--- src/rtl/alu_out_stage_if.sv ---
// Handshake/bus bundle between the ALU, the output stage and the write-back consumer.
interface alu_out_stage_if #(parameter int WIDTH = 32);
  // upstream (ALU) side
  logic             in_valid;
  logic             in_ready;
  logic [WIDTH-1:0] result;
  logic [WIDTH-1:0] result_hi;
  logic             branch_taken;
  logic             carry;
  logic             borrow;
  logic             hilo_wr;
  logic [1:0]       out_sel;
  logic             flush;
  // downstream (write-back/branch) side
  logic             out_valid;
  logic             out_ready;
  logic [WIDTH-1:0] out_data;
  logic             out_branch_taken;
  logic             out_carry;
  logic             out_borrow;
  // architectural HI/LO
  logic [WIDTH-1:0] hi;
  logic [WIDTH-1:0] lo;

  // driver of the stage's inputs (ALU + consumer)
  modport master (
    output in_valid, result, result_hi, branch_taken, carry, borrow, hilo_wr, out_sel, flush,
    output out_ready,
    input  in_ready, out_valid, out_data, out_branch_taken, out_carry, out_borrow, hi, lo
  );

  // the stage itself
  modport slave (
    input  in_valid, result, result_hi, branch_taken, carry, borrow, hilo_wr, out_sel, flush,
    input  out_ready,
    output in_ready, out_valid, out_data, out_branch_taken, out_carry, out_borrow, hi, lo
  );
endinterface

--- src/rtl/alu_out_stage.sv ---
// ALU output stage: HI/LO registers, write-back word select, 2-entry skid buffer.
module alu_out_stage #(
  parameter int WIDTH = 32
) (
  input  logic           clk,
  input  logic           rst,
  alu_out_stage_if.slave bus
);

  typedef struct packed {
    logic [WIDTH-1:0] data;
    logic             branch_taken;
    logic             carry;
    logic             borrow;
  } beat_t;

  typedef enum logic [1:0] {EMPTY = 2'd0, ONE = 2'd1, FULL = 2'd2} state_t;

  state_t           state;
  beat_t            main_q, skid_q, beat_in;
  logic [WIDTH-1:0] hi_q, lo_q;
  logic             acc, pop;

  // in_ready/out_valid come straight off the state register; no path from out_ready
  assign bus.in_ready  = (state != FULL);
  assign bus.out_valid = (state != EMPTY);

  // flush kills the incoming beat, including its HI/LO write
  assign acc = bus.in_valid & bus.in_ready & ~bus.flush;
  assign pop = bus.out_valid & bus.out_ready;

  // write-back word select; a same-beat HI/LO write forwards around the registers
  always_comb begin
    beat_in              = '0;
    beat_in.branch_taken = bus.branch_taken;
    beat_in.carry        = bus.carry;
    beat_in.borrow       = bus.borrow;
    case (bus.out_sel)
      2'b00:   beat_in.data = bus.result;
      2'b01:   beat_in.data = bus.hilo_wr ? bus.result    : lo_q;
      2'b10:   beat_in.data = bus.hilo_wr ? bus.result_hi : hi_q;
      default: beat_in.data = '0;
    endcase
  end

  // HI/LO architectural registers; untouched by flush
  always_ff @(posedge clk or posedge rst) begin
    if (rst) begin
      hi_q <= '0;
      lo_q <= '0;
    end else if (acc && bus.hilo_wr) begin
      hi_q <= bus.result_hi;
      lo_q <= bus.result;
    end
  end

  // skid buffer FSM: main is the presented entry, skid catches the beat accepted under stall
  always_ff @(posedge clk or posedge rst) begin
    if (rst) begin
      state  <= EMPTY;
      main_q <= '0;
      skid_q <= '0;
    end else if (bus.flush) begin
      state <= EMPTY;
    end else begin
      case (state)
        EMPTY: if (acc) begin
          main_q <= beat_in;
          state  <= ONE;
        end
        ONE: begin
          if (acc && pop) begin
            main_q <= beat_in;
          end else if (acc) begin
            skid_q <= beat_in;
            state  <= FULL;
          end else if (pop) begin
            state  <= EMPTY;
          end
        end
        FULL: if (pop) begin
          main_q <= skid_q;
          state  <= ONE;
        end
        default: state <= EMPTY;
      endcase
    end
  end

  assign bus.out_data         = main_q.data;
  assign bus.out_branch_taken = main_q.branch_taken;
  assign bus.out_carry        = main_q.carry;
  assign bus.out_borrow       = main_q.borrow;
  assign bus.hi               = hi_q;
  assign bus.lo               = lo_q;

endmodule

--- src/flat_wrapper.sv ---
// flat-port wrapper written by rule: the top's interface ports become plain ports
module alu_out_stage_flat 
#(
  parameter int WIDTH = 32
)
  (clk, rst, bus_in_valid, bus_result, bus_result_hi, bus_branch_taken, bus_carry, bus_borrow, bus_hilo_wr, bus_out_sel, bus_flush, bus_out_ready, bus_in_ready, bus_out_valid, bus_out_data, bus_out_branch_taken, bus_out_carry, bus_out_borrow, bus_hi, bus_lo);
  alu_out_stage_if #(.WIDTH(WIDTH)) bus_i ();
  input  logic clk;
  input  logic rst;
  input wire logic [$bits(bus_i.in_valid)-1:0] bus_in_valid;
  input wire logic [$bits(bus_i.result)-1:0] bus_result;
  input wire logic [$bits(bus_i.result_hi)-1:0] bus_result_hi;
  input wire logic [$bits(bus_i.branch_taken)-1:0] bus_branch_taken;
  input wire logic [$bits(bus_i.carry)-1:0] bus_carry;
  input wire logic [$bits(bus_i.borrow)-1:0] bus_borrow;
  input wire logic [$bits(bus_i.hilo_wr)-1:0] bus_hilo_wr;
  input wire logic [$bits(bus_i.out_sel)-1:0] bus_out_sel;
  input wire logic [$bits(bus_i.flush)-1:0] bus_flush;
  input wire logic [$bits(bus_i.out_ready)-1:0] bus_out_ready;
  output wire logic [$bits(bus_i.in_ready)-1:0] bus_in_ready;
  output wire logic [$bits(bus_i.out_valid)-1:0] bus_out_valid;
  output wire logic [$bits(bus_i.out_data)-1:0] bus_out_data;
  output wire logic [$bits(bus_i.out_branch_taken)-1:0] bus_out_branch_taken;
  output wire logic [$bits(bus_i.out_carry)-1:0] bus_out_carry;
  output wire logic [$bits(bus_i.out_borrow)-1:0] bus_out_borrow;
  output wire logic [$bits(bus_i.hi)-1:0] bus_hi;
  output wire logic [$bits(bus_i.lo)-1:0] bus_lo;
  assign bus_i.in_valid = bus_in_valid;
  assign bus_i.result = bus_result;
  assign bus_i.result_hi = bus_result_hi;
  assign bus_i.branch_taken = bus_branch_taken;
  assign bus_i.carry = bus_carry;
  assign bus_i.borrow = bus_borrow;
  assign bus_i.hilo_wr = bus_hilo_wr;
  assign bus_i.out_sel = bus_out_sel;
  assign bus_i.flush = bus_flush;
  assign bus_i.out_ready = bus_out_ready;
  assign bus_in_ready = bus_i.in_ready;
  assign bus_out_valid = bus_i.out_valid;
  assign bus_out_data = bus_i.out_data;
  assign bus_out_branch_taken = bus_i.out_branch_taken;
  assign bus_out_carry = bus_i.out_carry;
  assign bus_out_borrow = bus_i.out_borrow;
  assign bus_hi = bus_i.hi;
  assign bus_lo = bus_i.lo;
  alu_out_stage #(.WIDTH(WIDTH)) u_core (.clk(clk), .rst(rst), .bus(bus_i));
endmodule
--- config.mk ---
export PLATFORM = sky130hd
export DESIGN_NAME = alu_out_stage_flat
export DESIGN_NICKNAME = d
export VERILOG_FILES = /design/src/rtl/alu_out_stage_if.sv /design/src/rtl/alu_out_stage.sv /design/src/flat_wrapper.sv
export SDC_FILE = /design/constraint.sdc
export NUM_CORES = 1
export LEC_CHECK = 0
export CAP_MARGIN = 20
export CORE_ASPECT_RATIO = 1.5
export CORE_MARGIN = 5
export CORE_UTILIZATION = 25
export DETAILED_ROUTE_END_ITERATION = 10
export MAX_ROUTING_LAYER = met4
export PLACE_DENSITY = 0.51
export RECOVER_POWER = 100
export SLEW_MARGIN = 20
export SYNTH_ARGS = -nofsm -noshare
export SYNTH_HDL_FRONTEND = slang
export SYNTH_SLANG_ARGS = --single-unit
export TNS_END_PERCENT = 20
--- constraint.sdc ---
create_clock -name clk -period 4.4 [get_ports clk]
set_input_delay 1.1 -clock clk [delete_from_list [all_inputs] [get_ports clk]]
set_output_delay 1.1 -clock clk [all_outputs]
set_load 0.02 [all_outputs]
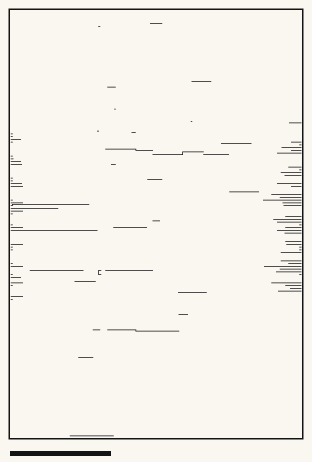
run_1/m3.png
Scale bar: 50 um.
nets with wire on the layer: 80
main direction: horizontal
share of all routed wire: 3.9%

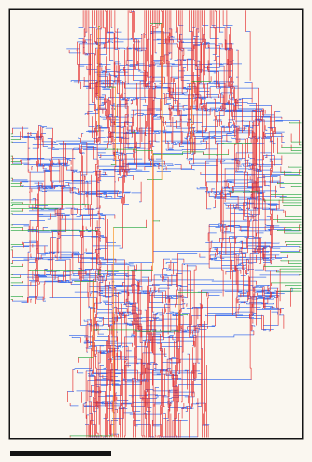
run_1/layers.png
Scale bar: 50 um.
legend:
  M3:
    colour: green
    wire_length: 808 um
  M2:
    colour: red
    wire_length: 11200 um
  M1:
    colour: blue
    wire_length: 8140 um
  M4:
    colour: orange
    wire_length: 420 um

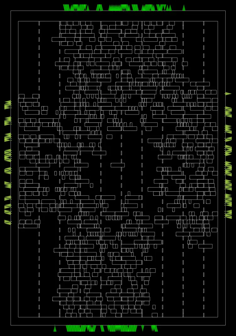
run_1/placed.png
sequential share of cell area: 36.39%
Core Rows: 73
Util after Layout: 35.18%

==> impl_metrics.yaml, run 1 <==
# physical design summary
global_route:
  grt_use_total_pct: 14.08
  grt_max_degree: 65
  grt_first_pass_wirelength_um: 31880
  antenna_found_initial: 1
  grt_pass1_vias: 5565
min_path:
  hold_path_class: "reg -> reg"
power_and_ir_drop:
  power_w: 0.004384
  p_leak_nw: 3.972
  ir_drop_mv: 0.2640
  p_per_area_mw_per_mm2: 468.8
cts:
  cts_tree: "yes"
  cts_resized: 0
  numClockSinks: 136
  worstSkewPairLatency_ps: 430
  clk_pin_slew_ps: 60
  post_cts_buffers: 0
  clockBufferDepth: 2
  cts-root-buf: "clkbuf_16"
synth:
  top_cell_area_share_pct: 50.51
  syn_area_per_cell_um2: 10.09
  yosysTopAreaCell: "dfrtp_1"
  synth_cell_types: 28
  syn_nets: 743
  ff_type: "dfrtp_1"
  ys_seq_share_pct: 50.51
  top_cell: "dfrtp_1"
  synth_flops: 136
  area_leaders: "dfrtp_1, mux2_2, mux2i_1, o21ai_0, nor2_1"
  yosys_area_mm2: 0.006738
  async_reset_ff_share_pct: 100.0
die:
  die_y_um: 211.1
  coreArea_mm2: 0.02658
  io_pins: 176
  floorplan.core_util_pct: 25.35
  dieArea_mm2: 0.03040
  die_w_um: 144.0
place:
  dpl.hpwl_um: 14070
  port-buffer-count: 175
  dp.cells: 1142
route:
  detail-route-antenna-nets: 0
  drcViolationCount: 0
  wl_per_cell_um: 17.47
  first_pass_iters: 4
  vias: 5393
  vias_per_cell: 4.590
  drt-total-wl_um: 20530
critical_path:
  worst_ep_required_time_ps: 4700
  critPathKind: "in -> reg"
  worstPathArrival_ps: 3940
  slowest_delay_ps: 1400
  path_cells: "dlygate4sd3_1 -> nand2_1 -> nor3_1 -> clkbuf_1 -> mux2_2"
  endpoint_kind: "flip-flop"
  start_kind: "input pin"
  cpMaxStageDelayCell: "clkbuf_1"
final_timing:
  fin_tns_setup_ps: 0
  drv_slew: 193
  hold_ws_ps: 469.3
  period_minus_slack_ps: 3638
  worst_pin_slew_ps: 1912
  grt_setup_unrepaired: "false"
  clock.fmax_mhz: 274.9
  setup_viol: 0
  relSlewSlack_pct: -27.48
  clock_skew_ps: 9.045
  hold_viol_final: 0
run_status:
  violations: "max-capacitance violations, max-slew violations"
  status: "complete, but fails checks"
final_layout:
  layout.cells.non_filler: 1175
  nets: 899
  drive_above_1_share_pct: 13.74
job:
  max_cap_violations: 4
  tool_warnings: 26
==> run 1: worst max-delay path: cells and delay by family <==
| family | cells | cell delay, ps |
|---|---|---|
| buffers and inverters | 2 | 2030 |
| muxes | 1 | 450 |
| and+or+nand+nor | 2 | 320 |
==> run 1: cell type report <==
cell class                 instances  area [um2]
fill                            2691       17230
clock buffer                      21       460.4
clock inverter                    11       170.2
tap                              337       421.7
sequential                       136        3403
multi-input combinational        481        3070
timing repair buffer             186        1814
antenna                            1       2.502
inverter                           2       8.758
==> run 1: cells by family (layout without fill, tap and decap cells) <==
| kind of cell | Yosys count | in the layout | share of synthesized area [%] |
|---|---|---|---|
| compound gates | 136 | 136 | 11.50 |
| buf+inv | 51 | 220 | 4.085 |
| flops | 136 | 136 | 50.51 |
| mux | 132 | 132 | 20.85 |
| other cells | 0 | 1 | 0 |
| simple gates | 213 | 213 | 13.06 |
==> run 1: report_power, final <==
part,internal [W],switching (W),total (W)
Clock,0.000979,0.000570,0.00155
Sequential,0.00152,0.000153,0.00167
Combinational,0.000532,0.000634,0.00117
==> run 1: worst paths after layout <==
check | start | to | slack [ps] | depth (start not counted)
max | bus_in_valid | u_core.bus.hi[9] | 760 | 5
min in group asynchronous | rst | u_core.bus.hi[29] | 1290 | 2
min | u_core.bus.out_data[9] | u_core.bus.out_data[9] | 470 | 2
max in group asynchronous | rst | u_core.bus.lo[8] | 1080 | 3
min reg2reg | u_core.bus.out_data[9] | u_core.bus.out_data[9] | 470 | 2
max reg2reg | u_core.state[0] | u_core.bus.hi[9] | 1170 | 5
==> run 1: registers in the layout, indices dropped and copies added, names as in the netlist <==
name                         flops
u_core.bus.hi                   32
u_core.bus.lo                   32
u_core.bus.out_borrow            1
u_core.bus.out_branch_taken      1
u_core.bus.out_carry             1
u_core.bus.out_data             32
u_core.skid_q                   35
u_core.state                     2
==> run 1: cell usage in the layout (no fill, tap or decap), types with 3 or more instances in the layout <==
| master | n |
|---|---|
| nor2_1 | 101 |
| clkinvlp_4 | 3 |
| a31oi_1 | 3 |
| mux2_2 | 67 |
| nand2_1 | 71 |
| clkbuf_1 | 4 |
| clkbuf_2 | 5 |
| clkbuf_16 | 17 |
| o21ai_0 | 96 |
| dfrtp_1 | 136 |
| bufinv_16 | 4 |
| clkdlybuf4s50_1 | 70 |
| mux2i_1 | 65 |
| buf_4 | 4 |
| dlygate4sd3_1 | 102 |
| a211oi_1 | 32 |
| nor3_1 | 34 |
==> run 1: routing by layer <==
layer  wire [um]  GRT usage [%]  share of wire, %  vias up
li1            -              -                 -     2656
met1        8137          15.51                40     2605
met2       11170          25.09                54      109
met3         808          2.899               3.9       23
met4         419          4.613               2.0        0
met5           0              -                 0        -
==> run 1: through the flow <==
stage / setup slack, ps / util (%) / cell area, um2
after floorplan: 1607 / - / 6741
after global placement: 1187 / 33.04 / 8782
after detailed placement: 1133 / 33.04 / 8782
after CTS: 1086 / 35.41 / 9413
after global routing: 531.8 / 35.18 / 9351
final: 761.9 / 35.18 / 9351
run_1/sizing.png
Scale bar: 50 um.
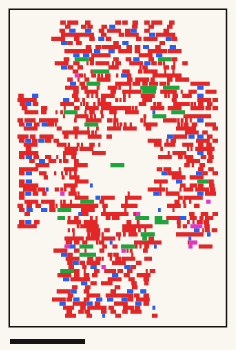

==> run 2: changes to the inputs <==
--- a/config.mk
+++ b/config.mk
@@ -11,7 +11,7 @@
 export CORE_UTILIZATION = 25
 export DETAILED_ROUTE_END_ITERATION = 10
 export MAX_ROUTING_LAYER = met4
-export PLACE_DENSITY = 0.51
+export PLACE_DENSITY = 0.5
 export RECOVER_POWER = 100
 export SLEW_MARGIN = 20
 export SYNTH_ARGS = -nofsm -noshare
==> constraint.sdc (replaced) <==
create_clock -name clk -period 3.5 [get_ports clk]
set_input_delay 0.875 -clock clk [delete_from_list [all_inputs] [get_ports clk]]
set_output_delay 0.875 -clock clk [all_outputs]
set_load 0.02 [all_outputs]
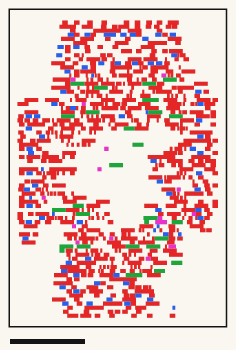
run_2/sizing.png
Scale bar: 50 um.
legend:
  x3 and x4:
    colour: magenta
    cells: 15
    share: 1.8%
  x2:
    colour: blue
    cells: 77
    share: 9.2%
  x1 and smaller:
    colour: red
    cells: 720
    share: 86%
  x6 and larger:
    colour: green
    cells: 27
    share: 3.2%

==> impl_metrics.yaml, run 2 <==
# physical design summary
synth:
  area_leaders: "dfrtp_1, mux2_2, mux2i_1, o21ai_0, nor2_1"
  top_cell_area_share_pct: 50.51
  synth_cell_types: 28
  ys_sh_simple_pct: 13.05
  top_cell: "dfrtp_1"
  syn_nets: 743
  yosysTopAreaCell: "dfrtp_1"
  synth.cellmix.compoundShare_pct: 11.49
  xor_share_pct: 0
  ys_top_logic_family: "multiplexers"
  async_reset_ff_share_pct: 100.0
  syn_area_per_cell_um2: 10.09
  ys_seq_share_pct: 50.51
die:
  io_pins: 176
  die_w_um: 144.0
  floorplan.core_util_pct: 25.35
  die_y_um: 211.1
  dieArea_mm2: 0.03040
power_and_ir_drop:
  pwr-share-seq_pct: 39.1
  switching_share_pct: 32.31
  combPwrFrac_pct: 27.4
  power.switching_w: 0.001736
  p_per_area_mw_per_mm2: 572.5
  p_leak_nw: 3.990
final_timing:
  grt_setup_unrepaired: "false"
  drv_slew: 33
  clock.fmax_mhz: 318.9
  setup_viol: 0
  fin_tns_setup_ps: 0
  period_minus_slack_ps: 3136
  relSlewSlack_pct: -9.511
critical_path:
  r2r.worst_path.cells: 4
  endpoint_kind: "output pin"
  path_delay_family: "buffers and inverters"
  cpMaxStageDelayCell: "dlygate4sd3_1"
  path_cells: "nor2b_4 -> inv_1 -> dlygate4sd3_1"
  start_kind: "flip-flop"
  cp_num_cells: 3
  rrSetupSlack_ps: 1090
route:
  detail-route-antenna-nets: 0
  first_pass_iters: 5
  drcViolationCount: 0
  drt-total-wl_um: 20740
  vias: 5429
min_path:
  min_path_cells: 2
  hold_path_class: "reg -> reg"
global_route:
  antenna_found_initial: 0
  grt_max_degree: 67
  grt_pass1_vias: 5607
  grt_use_total_pct: 14.15
run_status:
  violations: "max-capacitance violations, max-slew violations"
  status: "complete, but fails checks"
cts:
  cts_resized: 0
  numClockSinks: 136
  cts_tree: "yes"
  worstSkewPairLatency_ps: 430
  clk_pin_slew_ps: 60
  post_cts_buffers: 0
final_layout:
  diodes: 0
  drive_above_1_share_pct: 14.18
  nets: 901
  largest_reg_flops: 35
  lay_top_cells: "dfrtp_1, dlygate4sd3_1, nor2_1"
job:
  max_cap_violations: 1
place:
  port-buffer-count: 175
  post-place-ws_ps: 445.5
  dpl.hpwl_um: 14460
## run 2: cell counts after synthesis
Identical to the previous run, type by type.
## run 2: cell families after synthesis
group	Yosys count
AOI/OAI and AO/OA	136
buffers and inverters	51
DFF	136
muxes	132
and+or+nand+nor	213
## run 2: per-stage QoR
stage / utilization (%) / instance area [um2] / hold WS, ps
5_1_grt: 35.32 / 9388 / 493.4
2_1_floorplan: - / 6741 / 444.7
6_report: 35.32 / 9388 / 472.9
3_5_place_dp: 33.24 / 8835 / 465.0
4_1_cts: 35.42 / 9414 / 478.0
3_3_place_gp: 33.24 / 8835 / 456.0
## run 2: path summary, 6_finish.rpt
check                                     endpoint               startpoint
min in group asynchronous        u_core.bus.lo[27]                      rst
hold / removal             u_core.bus.out_data[13]  u_core.bus.out_data[13]
setup / recovery                      bus_in_ready          u_core.state[0]
setup reg to reg                 u_core.bus.hi[12]          u_core.state[0]
hold reg to reg            u_core.bus.out_data[13]  u_core.bus.out_data[13]
max in group asynchronous         u_core.bus.lo[0]                      rst
## run 2: worst min-delay path: stages (launching register included)
cell	delay, ps
dfrtp_1	330
nand2_1	50
o21ai_0	60
## run 2: power by group through the flow
stage / Sequential [W] / Combinational, W / Clock [W]
final: 0.00210 / 0.00147 / 0.00180
after global routing: 0.00215 / 0.00160 / 0.00191
after CTS: 0.00212 / 0.00160 / 0.00185
after detailed placement: 0.00214 / 0.00160 / 0
after global placement: 0.00213 / 0.00159 / 0
after floorplan: 0.00239 / 0.000543 / 0
## run 2: cell type report
class / count / area, um2 / area share, %
inverters: 2 / 8.758 / 0.09330
well taps: 337 / 421.7 / 4.492
flip-flops and latches: 136 / 3403 / 36.25
clock inverters: 14 / 150.1 / 1.599
multi-input cells: 481 / 3068 / 32.68
clock buffers: 18 / 429.2 / 4.572
repair buffers: 188 / 1907 / 20.31
## run 2: metal layers
metal	track usage, %	wire [um]	up-vias
met5	-	0	-
met4	4.743	386	0
met3	2.899	771	21
met2	24.17	10890	123
met1	16.46	8697	2622
li1	-	-	2663
Power and IR drop assume default switching activity.
